**config.mk**
```make
export PLATFORM = sky130hd
export DESIGN_NAME = dmem_arbiter
export DESIGN_NICKNAME = d
export VERILOG_FILES = /design/src/rtl/dmem_arb_pkg.sv /design/src/rtl/dmem_arb_wait_ctr.sv /design/src/rtl/dmem_arbiter.sv
export SDC_FILE = /design/constraint.sdc
export NUM_CORES = 1
export LEC_CHECK = 0
export CAP_MARGIN = 20
export CORE_AREA = 8 8 110 112
export CTS_CLUSTER_DIAMETER = 120
export DETAILED_ROUTE_END_ITERATION = 10
export DIE_AREA = 0 0 118 120
export DONT_BUFFER_PORTS = 1
export GPL_TIMING_DRIVEN = 0
export PLACE_DENSITY = 0.42
export SLEW_MARGIN = 15
export SYNTH_ARGS = -nofsm -noshare
export SYNTH_HDL_FRONTEND = slang
export SYNTH_SLANG_ARGS = --single-unit
```
**constraint.sdc**
```tcl
create_clock -name clk -period 2.6 [get_ports clk]
set_input_delay 0.39 -clock clk [delete_from_list [all_inputs] [get_ports clk]]
set_output_delay 0.39 -clock clk [all_outputs]
set_load 0.005 [all_outputs]
```
**src/rtl/dmem_arb_pkg.sv**
```systemverilog
// Shared types and constants for the data-memory arbiter between the CPU MEM stage
// and the debug/loader master.
package dmem_arb_pkg;

  typedef enum logic {
    S_CPU      = 1'b0,
    S_DBG_RESP = 1'b1
  } arb_state_t;

  localparam int DEF_ADDR_W = 32;
  localparam int DEF_DATA_W = 32;

  // Width of a counter that must hold 0..max_wait inclusive.
  function automatic int wait_w(input int max_wait);
    return $clog2(max_wait + 1);
  endfunction

endpackage

```
**src/rtl/dmem_arb_wait_ctr.sv**
```systemverilog
// Saturating wait counter for a pending debug request. Clear wins over increment,
// and sat is high once the count has reached MAX.
module dmem_arb_wait_ctr
  import dmem_arb_pkg::*;
#(
  parameter int MAX = 8
) (
  input  logic clk,
  input  logic rst,
  input  logic inc,
  input  logic clr,
  output logic sat
);

  localparam int W = wait_w(MAX);
  localparam logic [W-1:0] MAX_C = W'(MAX);

  logic [W-1:0] cnt_q;
  logic [W-1:0] cnt_d;

  always_comb begin
    cnt_d = cnt_q;
    if (clr) begin
      cnt_d = '0;
    end else if (inc && (cnt_q != MAX_C)) begin
      cnt_d = cnt_q + 1'b1;
    end
  end

  always_ff @(posedge clk) begin
    if (rst) begin
      cnt_q <= '0;
    end else begin
      cnt_q <= cnt_d;
    end
  end

  assign sat = (cnt_q == MAX_C);

endmodule

```
**src/rtl/dmem_arbiter.sv**
```systemverilog
// Data-memory port arbiter: CPU has default priority, debug is served when the CPU is
// idle or forcibly after MAX_WAIT cycles. Optional perf counters under DMEM_ARB_PERF_EN.
module dmem_arbiter
  import dmem_arb_pkg::*;
#(
  parameter int ADDR_W   = DEF_ADDR_W,
  parameter int DATA_W   = DEF_DATA_W,
  parameter int MAX_WAIT = 8
) (
  input  logic              clk,
  input  logic              rst,
  input  logic              cpu_memread,
  input  logic              cpu_memwrite,
  input  logic [ADDR_W-1:0] cpu_addr,
  input  logic [DATA_W-1:0] cpu_wdata,
  output logic [DATA_W-1:0] cpu_rdata,
  output logic              cpu_stall,
  input  logic              dbg_req,
  input  logic              dbg_we,
  input  logic [ADDR_W-1:0] dbg_addr,
  input  logic [DATA_W-1:0] dbg_wdata,
  output logic              dbg_gnt,
  output logic              dbg_rvalid,
  output logic [DATA_W-1:0] dbg_rdata,
  output logic              mem_read,
  output logic              mem_write,
  output logic [ADDR_W-1:0] mem_addr,
  output logic [DATA_W-1:0] mem_wdata,
  input  logic [DATA_W-1:0] mem_rdata,
`ifdef DMEM_ARB_PERF_EN
  output logic [31:0]       perf_stall_cnt,
  output logic [31:0]       perf_dbg_cnt,
`endif
  output logic              state_dbg
);

  arb_state_t        state_q;
  arb_state_t        state_d;
  logic              dbg_rvalid_q;
  logic              dbg_rvalid_d;
  logic [DATA_W-1:0] dbg_rdata_q;
  logic [DATA_W-1:0] dbg_rdata_d;
  logic              cpu_act;
  logic              wait_sat;
  logic              gnt;

  assign cpu_act = cpu_memread | cpu_memwrite;

  // Reset forces the no-grant path so the CPU keeps the port while rst is high.
  assign gnt = !rst && (state_q == S_CPU) && dbg_req && (!cpu_act || wait_sat);

  dmem_arb_wait_ctr #(
    .MAX (MAX_WAIT)
  ) u_wait_ctr (
    .clk (clk),
    .rst (rst),
    .inc (dbg_req && !gnt),
    .clr (!dbg_req || gnt),
    .sat (wait_sat)
  );

  // State register
  always_ff @(posedge clk) begin
    if (rst) begin
      state_q <= S_CPU;
    end else begin
      state_q <= state_d;
    end
  end

  // Next state: a grant is always followed by one CPU-owned response cycle.
  always_comb begin
    state_d = state_q;
    case (state_q)
      S_CPU:      if (gnt) state_d = S_DBG_RESP;
      S_DBG_RESP: state_d = S_CPU;
      default:    state_d = S_CPU;
    endcase
  end

  // Outputs
  always_comb begin
    mem_read  = cpu_memread;
    mem_write = cpu_memwrite;
    mem_addr  = cpu_addr;
    mem_wdata = cpu_wdata;
    cpu_stall = 1'b0;
    dbg_gnt   = 1'b0;
    if (gnt) begin
      mem_read  = !dbg_we;
      mem_write = dbg_we;
      mem_addr  = dbg_addr;
      mem_wdata = dbg_wdata;
      cpu_stall = cpu_act;
      dbg_gnt   = 1'b1;
    end
  end

  assign cpu_rdata = mem_rdata;

  always_comb begin
    dbg_rvalid_d = gnt && !dbg_we;
    dbg_rdata_d  = dbg_rdata_q;
    if (gnt && !dbg_we) begin
      dbg_rdata_d = mem_rdata;
    end
  end

  always_ff @(posedge clk) begin
    if (rst) begin
      dbg_rvalid_q <= 1'b0;
      dbg_rdata_q  <= '0;
    end else begin
      dbg_rvalid_q <= dbg_rvalid_d;
      dbg_rdata_q  <= dbg_rdata_d;
    end
  end

  assign dbg_rvalid = dbg_rvalid_q;
  assign dbg_rdata  = dbg_rdata_q;
  assign state_dbg  = state_q;

`ifdef DMEM_ARB_PERF_EN
  logic [31:0] perf_stall_q;
  logic [31:0] perf_stall_d;
  logic [31:0] perf_dbg_q;
  logic [31:0] perf_dbg_d;

  always_comb begin
    perf_stall_d = perf_stall_q + {31'd0, cpu_stall};
    perf_dbg_d   = perf_dbg_q + {31'd0, dbg_gnt};
  end

  always_ff @(posedge clk) begin
    if (rst) begin
      perf_stall_q <= '0;
      perf_dbg_q   <= '0;
    end else begin
      perf_stall_q <= perf_stall_d;
      perf_dbg_q   <= perf_dbg_d;
    end
  end

  assign perf_stall_cnt = perf_stall_q;
  assign perf_dbg_cnt   = perf_dbg_q;
`endif

endmodule

```
### Selected gate families, run 1

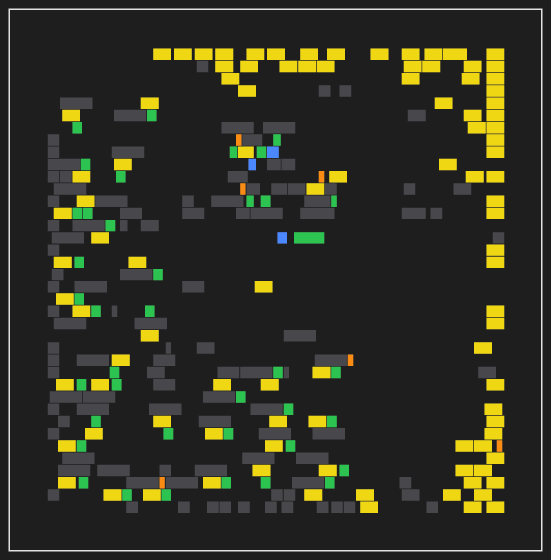
- inverters: orange (cells 6)
- NOR gates: green (cells 39)
- multiplexers: yellow (cells 99; where spread over the die)
- NAND gates: blue (cells 3)

### Sequential cells colored by netlist name, run 1

Other sequential cells in the stronger gray, the rest of the logic in the fainter gray.
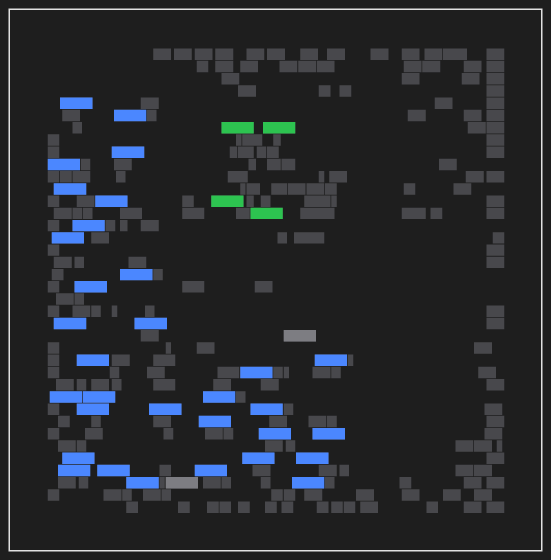
- dbg_rdata: blue (flops 32)
- u_wait_ctr.cnt_q: green (flops 4)
flop share of the area: 25.7%
sequential group power: 0.606 mW

==> reports/qor.json, run 1 <==
{
  "h_tree_levels": 2,
  "top_area_share_pct": 34.2,
  "cts_tree": "done",
  "finalWeightedCongestion": 0.830,
  "setup_tns_ps": 0,
  "drt-initial-drc-count": 55,
  "timing.max_slew.rel_slack_pct": 63.7,
  "worst-endpoint-arrival_ps": 2110,
  "fp_util_pct": 25.1,
  "drt_pre_antenna_iters": 4,
  "syn-cell-area_mm2": 0.00263,
  "placed_wire_length_estimate_after_detailed_placement_um": 9010,
  "max_cap_viol": 0,
  "drt-wirelength-per-cell_um": 25.9,
  "finalClockPeriodUsage_pct": 96.1,
  "timing.critical_path.cells": "inv_1, ha_1, and3b_1, buf_6, o21ai_4, buf_4, buf_4, mux2_2",
  "post_route_cells_drive_above_1_share_pct": 55.7,
  "rsz0062_at_grt": "no",
  "layout.cells.non_filler": 394,
  "grt_max_degree": 13,
  "route.final.wire_length_um": 10200,
  "vias_per_cell": 4.69,
  "post-route-drc-count": 0,
  "finalClockSkew_ps": 4.56,
  "final_layout_top_logic_cell": "mux2_2",
  "worst_setup_ep_type": "output port",
  "slowest_delay_ps": 380,
  "total_power_mw": 1.24,
  "p_leak_nw": 1.24,
  "worst_ir_drop_vdd_uv": 300,
  "port_buffers": 0,
  "placementRows": 38,
  "overflow_left_after_global_routing": 0,
  "ys_chip_area_mm2": 0.00263,
  "top_cells_area": "mux2_2 34%, dfxtp_1 29%, buf_4 10%",
  "core_area_mm2": 0.0105,
  "syn_inst": 240,
  "syn_avg_cell_area_um2": 11.0,
  "status": "finished, final reports clean",
  "power.density_mw_per_mm2": 420,
  "io_pins": 300,
  "synthToLayoutAreaGrowth_pct": 12.4,
  "worst_setup_hold_path_clk_slew_ps": 80,
  "place_area_mm2": 0.00281,
  "horizontal_die_dimension_um": 118,
  "design_area_mm2": 0.00296,
  "cts_buffer_depth": 2,
  "layout_min_cycle_time_ps": 2500,
  "grt_pass1_wl_um": 14500,
  "finalHoldViolations": 0,
  "netlist.top_cell.by_area": "mux2_2",
  "synth-seq-cells": 38,
  "yosys_warning_tally": 0,
  "antenna_left": 0,
  "crit_slowest_cell": "mux2_2",
  "critPathMaxFanout": 10,
  "regToRegSetupSlack_ps": 650,
  "ys_seq_share_pct": 28.9,
  "type_of_the_most_critical_hold_path": "in2reg",
  "dr_total_vias": 1849,
  "timing_worst_setup_path_type": "reg2out",
  "start_kind": "flop",
  "place.detailed.instances": 380,
  "openroad.warnings": 27,
  "final_cell_mix": "80 x mux2_2, 39 x buf_4, 38 x dfxtp_1",
  "synth.yosys.num_cells": 240,
  "num-nets-final": 420,
  "max_slew.worst_pin.slew_ps": 540,
  "syn-num-nets": 408,
  "number_of_global_route_vias_before_repair": 2040,
  "chipArea_mm2": 0.0142,
  "skew_pair_late_insertion_delay_ps": 280,
  "floorplan.die.height_um": 120,
  "cts-hold-fix-buffers": 0,
  "critical_path_required_ps": 2210,
  "cts_root_buf": "clkbuf_8",
  "combined_global_route_utilization_of_all_metal_layers_pct": 13.3,
  "antenna_violations_before_repair": 1,
  "setup_viols_final": 0,
  "max_slew_violation_count": 0,
  "fmax_mhz": 400,
  "post_synth_num_cell_types": 23,
  "cp_common_cell": "buf_4"
}
### Clock nets, run 1

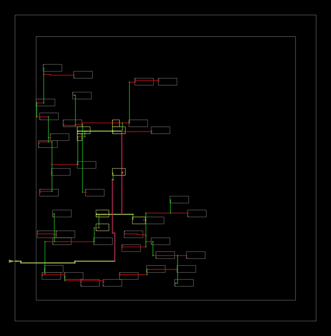
CTS Sinks: 38
clock buffer count in the final layout: 6
CTS buffer count: 5

-- run 1: cell usage after synthesis, drive strengths merged --
| cell | n |
|---|---|
| mux2 | 98 |
| buf | 43 |
| dfxtp | 38 |
| nor2b | 32 |
| inv | 6 |
| clkbuf | 3 |
| nor3 | 3 |
| ha | 2 |
| nor4 | 2 |
| xnor2 | 2 |
| and3b | 1 |
| mux2i | 1 |
| nand2b | 1 |
| nand3 | 1 |
| nand3b | 1 |
| nor2 | 1 |
| nor3b | 1 |
| o211ai | 1 |
| o21ai | 1 |
| o21ba | 1 |
| xor2 | 1 |
-- run 1: through the flow --
stage / hold slack (ps) / setup WS (ps) / util (%)
2_1_floorplan: 524 / 518 / -
3_3_place_gp: 535 / 277 / 26.7
3_5_place_dp: 538 / 240 / 26.7
4_1_cts: 229 / 27.2 / 27.8
5_1_grt: 223 / 3.46 / 28.1
6_report: 245 / 102 / 28.2
-- run 1: per-layer routing --
metal,share of wire [%],global-route usage [%],up-vias
li1,-,-,816
met1,38,14.5,862
met2,50,22.6,164
met3,12,6.76,7
met4,1.1,2.96,0
met5,0,0,-
-- run 1: sequential cells by signal, indices dropped and copies added (netlist names) --
signal	flops
state_dbg	1
dbg_rvalid	1
u_wait_ctr.cnt_q	4
dbg_rdata	32
-- run 1: power by group --
part           switching, mW  internal, mW  leakage [nW]
Clock                  0.210         0.213        0.0472
Combinational         0.0988         0.116         0.888
Sequential            0.0109         0.595         0.308
Total                  0.319         0.924          1.24
-- run 1: layout make-up --
| type | count | area [um^2] |
|---|---|---|
| fill | 1108 | 7550 |
| clock buffer | 6 | 82.6 |
| multi-input combinational | 150 | 1490 |
| buffer | 46 | 372 |
| antenna | 1 | 2.50 |
| timing repair buffer | 5 | 37.5 |
| clock inverter | 2 | 12.5 |
| tap | 140 | 175 |
| inverter | 6 | 22.5 |
| sequential | 38 | 761 |
-- run 1: timing repair --
item,CTS,global route
endpoints found under the setup margin,18,20
pin swaps,1,0
gates resized,1,4
buffers inserted,2,3
-- run 1: critical path, delay by kind of cell (launching register included) --
family | cells | cell delay (ps)
multiplexers | 1 | 380
AND-OR/OR-AND | 1 | 160
adder cells (fa/ha/maj) | 1 | 210
AND/OR/NAND/NOR | 1 | 180
buffers and inverters | 4 | 530
flip-flops | 1 | 350
-- run 1: cells by family after synthesis --
logic type / synth area share, %
mux: 42.3
simple gates: 10.5
compound gates: 1.81
buf+inv: 14.5
xor+xnor: 0.998
flops: 28.9
fa+ha+maj: 0.950
-- run 1: path summary, 6_finish.rpt --
kind | start | to | cells after the start
worst max-delay path | u_wait_ctr.cnt_q[0] | mem_wdata[22] | 8
worst min-delay path | mem_rdata[23] | dbg_rdata[23] | 1
worst max register to register | u_wait_ctr.cnt_q[0] | dbg_rdata[16] | 7
worst min register to register | u_wait_ctr.cnt_q[1] | u_wait_ctr.cnt_q[1] | 2
==> run 2, diff against run 1 <==
--- a/config.mk
+++ b/config.mk
@@ -13,7 +13,7 @@
 export DONT_BUFFER_PORTS = 1
 export GPL_TIMING_DRIVEN = 0
 export PLACE_DENSITY = 0.42
-export SLEW_MARGIN = 15
+export SLEW_MARGIN = 10
 export SYNTH_ARGS = -nofsm -noshare
 export SYNTH_HDL_FRONTEND = slang
 export SYNTH_SLANG_ARGS = --single-unit
### Sequential cells colored by netlist name, run 2

Other sequential cells in the stronger gray, the rest of the logic in the fainter gray.
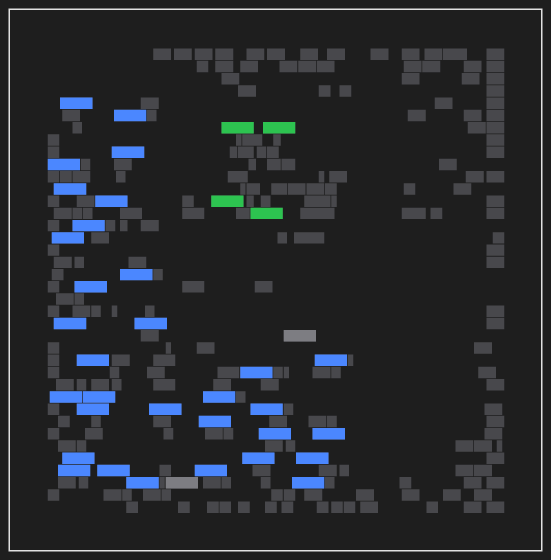
- dbg_rdata: blue (flops 32)
- u_wait_ctr.cnt_q: green (flops 4)
- not colored: 2
flip-flop and latch area: 761 um^2
Layout Utilization: 28.2%

### Selected gate families, run 2

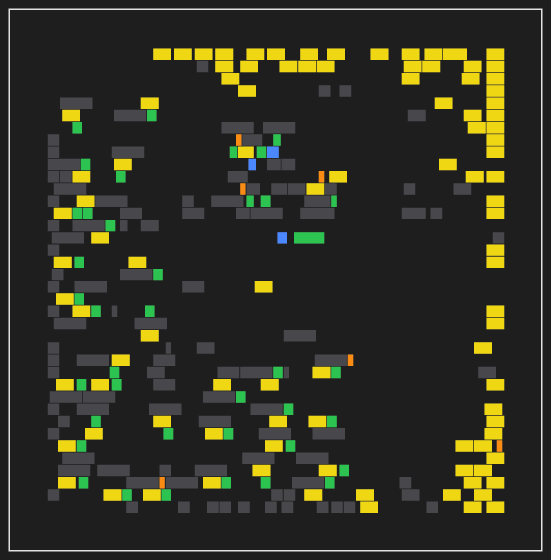
- NOR gates: green (cells 39)
- inverters: orange (cells 6)
- multiplexers: yellow (cells 99; where spread over the die)
- NAND gates: blue (cells 3)

==> reports/qor.json, run 2 <==
{
  "worst_setup_ep_type": "output port",
  "synth-seq-cells": 38,
  "fmax_mhz": 400,
  "status": "finished, final reports clean",
  "worstPathBufferInverterCount": 4,
  "critical_path.reg2reg.endpoint": "dbg_rdata[16]",
  "critical_path_required_ps": 2210,
  "horizontal_die_dimension_um": 118,
  "timing.critical_path.cells": "inv_1, ha_1, and3b_1, buf_6, o21ai_4, buf_4, buf_4, mux2_2",
  "syn_inst": 240,
  "post-route-drc-count": 0,
  "h_tree_levels": 2,
  "worst-endpoint-arrival_ps": 2110,
  "cts_tree": "done",
  "worstRegToRegCells": 7,
  "synthFlopType": "dfxtp_1",
  "cts-hold-fix-buffers": 0,
  "fin_worst_hold_slack_ps": 245,
  "openroad.warnings": 27,
  "critPathMaxFanout": 10,
  "slowest_delay_ps": 380,
  "grt_pass1_wl_um": 14500,
  "crit_slowest_cell": "mux2_2",
  "design_area_mm2": 0.00296,
  "post_route_cells_drive_above_1_share_pct": 55.7,
  "ys_chip_area_mm2": 0.00263,
  "overflow_left_after_global_routing": 0,
  "chipArea_mm2": 0.0142,
  "setup_viols_final": 0,
  "cts_root_buf": "clkbuf_8",
  "number_of_global_route_vias_before_repair": 2040,
  "finalWeightedCongestion": 0.830,
  "number_of_flip_flops_under_the_largest_register_name": 32,
  "grt_max_degree": 13,
  "synthArstFlopShare_pct": 0,
  "max_slew_violation_count": 0,
  "drt-wirelength-per-cell_um": 25.9,
  "layout_min_cycle_time_ps": 2500,
  "hold-path-endpoint": "dbg_rdata[23]",
  "worst_ir_drop_vdd_uv": 300,
  "synth_top_cells_by_count": "80 x mux2_2, 38 x dfxtp_1, 36 x buf_4",
  "placementRows": 38,
  "top_cells_area": "mux2_2 34%, dfxtp_1 29%, buf_4 10%",
  "placed_wire_length_estimate_after_detailed_placement_um": 9010,
  "top_area_share_pct": 34.2,
  "floorplan.die.height_um": 120,
  "crit_reg_reg_startpoint": "u_wait_ctr.cnt_q[0]",
  "crit_family": "buffers and inverters",
  "synthToLayoutAreaGrowth_pct": 12.4,
  "drt_pre_antenna_iters": 4,
  "drt-initial-drc-count": 55,
  "hp-start": "mem_rdata[23]",
  "setup_tns_ps": 0,
  "place_area_mm2": 0.00281,
  "filler_cell_count": 1108,
  "edf_count": 0,
  "power.density_mw_per_mm2": 420,
  "synth.yosys.num_cells": 240,
  "max_slew.worst_pin.slew_ps": 540,
  "vias_per_cell": 4.69,
  "cts-buffers-inserted": 5,
  "type_of_the_most_critical_hold_path": "in2reg",
  "p_leak_nw": 1.24,
  "io_pins": 300,
  "antenna_left": 0,
  "yosys_warning_tally": 0,
  "syn-num-nets": 408,
  "route.final.wire_length_um": 10200,
  "syn-cell-area_mm2": 0.00263,
  "finalHoldViolations": 0,
  "cp_common_cell": "buf_4",
  "port_buffers": 0,
  "regToRegSetupSlack_ps": 650,
  "antenna_violations_before_repair": 1,
  "syn_avg_cell_area_um2": 11.0,
  "post-synth-top-count-cell": "mux2_2",
  "finalClockPeriodUsage_pct": 96.1,
  "num-nets-final": 420,
  "rsz0062_at_grt": "no",
  "fp_util_pct": 25.1,
  "timing.max_slew.rel_slack_pct": 63.7,
  "cts_buffer_depth": 2,
  "ys_seq_share_pct": 28.9,
  "total_power_mw": 1.24,
  "final_layout_top_logic_cell": "mux2_2",
  "core_area_mm2": 0.0105,
  "tritoncts_num_sinks": 38,
  "dr_total_vias": 1849
}
### Clock nets, run 2

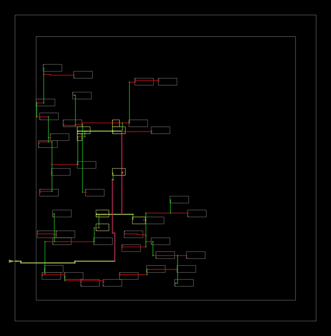
clock-net power: 0.423 mW
flop count: 38
worst clock skew: 4.56 ps
Skew-Pair Late Insertion Delay: 280 ps

==> run 2: cell counts in the layout (fill, tap and decap cells not counted) <==
No cell type changed its count.
==> run 2: layout make-up <==
class                      instances  area, um^2  area share, %
clock inverter                     2        12.5          0.423
timing repair buffer               5        37.5           1.27
buffer                            46         372           12.6
sequential                        38         761           25.7
clock buffer                       6        82.6           2.79
antenna                            1        2.50         0.0846
inverter                           6        22.5          0.761
tap                              140         175           5.92
multi-input combinational        150        1490           50.5
==> run 2: cell families after synthesis <==
kind of cell / synth area share (%)
compound gates: 1.81
xor+xnor: 0.998
fa+ha+maj: 0.950
buf+inv: 14.5
flops: 28.9
mux: 42.3
simple gates: 10.5
==> run 2: stage by stage <==
step | setup WS, ps | util (%) | instances
after floorplan | 518 | - | 240
after global placement | 277 | 26.7 | 380
after detailed placement | 240 | 26.7 | 380
after CTS | 27.2 | 27.8 | 390
after global routing | 3.46 | 28.1 | 393
final | 102 | 28.2 | 394
==> run 2: how the worst max path moves through the flow <==
stage,start,to,slack (ps),depth (start not counted)
floorplan,u_wait_ctr.cnt_q[0],mem_addr[13],520,8
global placement,u_wait_ctr.cnt_q[0],mem_addr[24],280,8
detailed placement,u_wait_ctr.cnt_q[0],mem_addr[24],240,8
CTS,u_wait_ctr.cnt_q[0],mem_addr[24],30,8
global route,u_wait_ctr.cnt_q[0],mem_wdata[22],3,8
finish,u_wait_ctr.cnt_q[0],mem_wdata[22],100,8
==> run 2: timing repair <==
action,in CTS,in global routing
endpoints found under the setup margin,18,20
setup buffers,2,3
gates resized,1,4
pin swaps,1,0
cloned,0,0
==> run 2: where the power goes <==
part / total [mW] / internal (mW) / switching, mW / leakage (nW)
Clock: 0.423 / 0.213 / 0.210 / 0.0472
Sequential: 0.606 / 0.595 / 0.0109 / 0.308
Combinational: 0.214 / 0.116 / 0.0988 / 0.888
Total: 1.24 / 0.924 / 0.319 / 1.24
==> run 2: routing by layer <==
layer,part of all wire (%),vias up,GRT usage (%)
met2,50,164,22.6
met4,1.1,0,2.96
met3,12,7,6.76
met5,0,-,0
met1,38,862,14.5
li1,-,816,-
Power figures rest on the tool's default switching activity, not on a simulated workload.
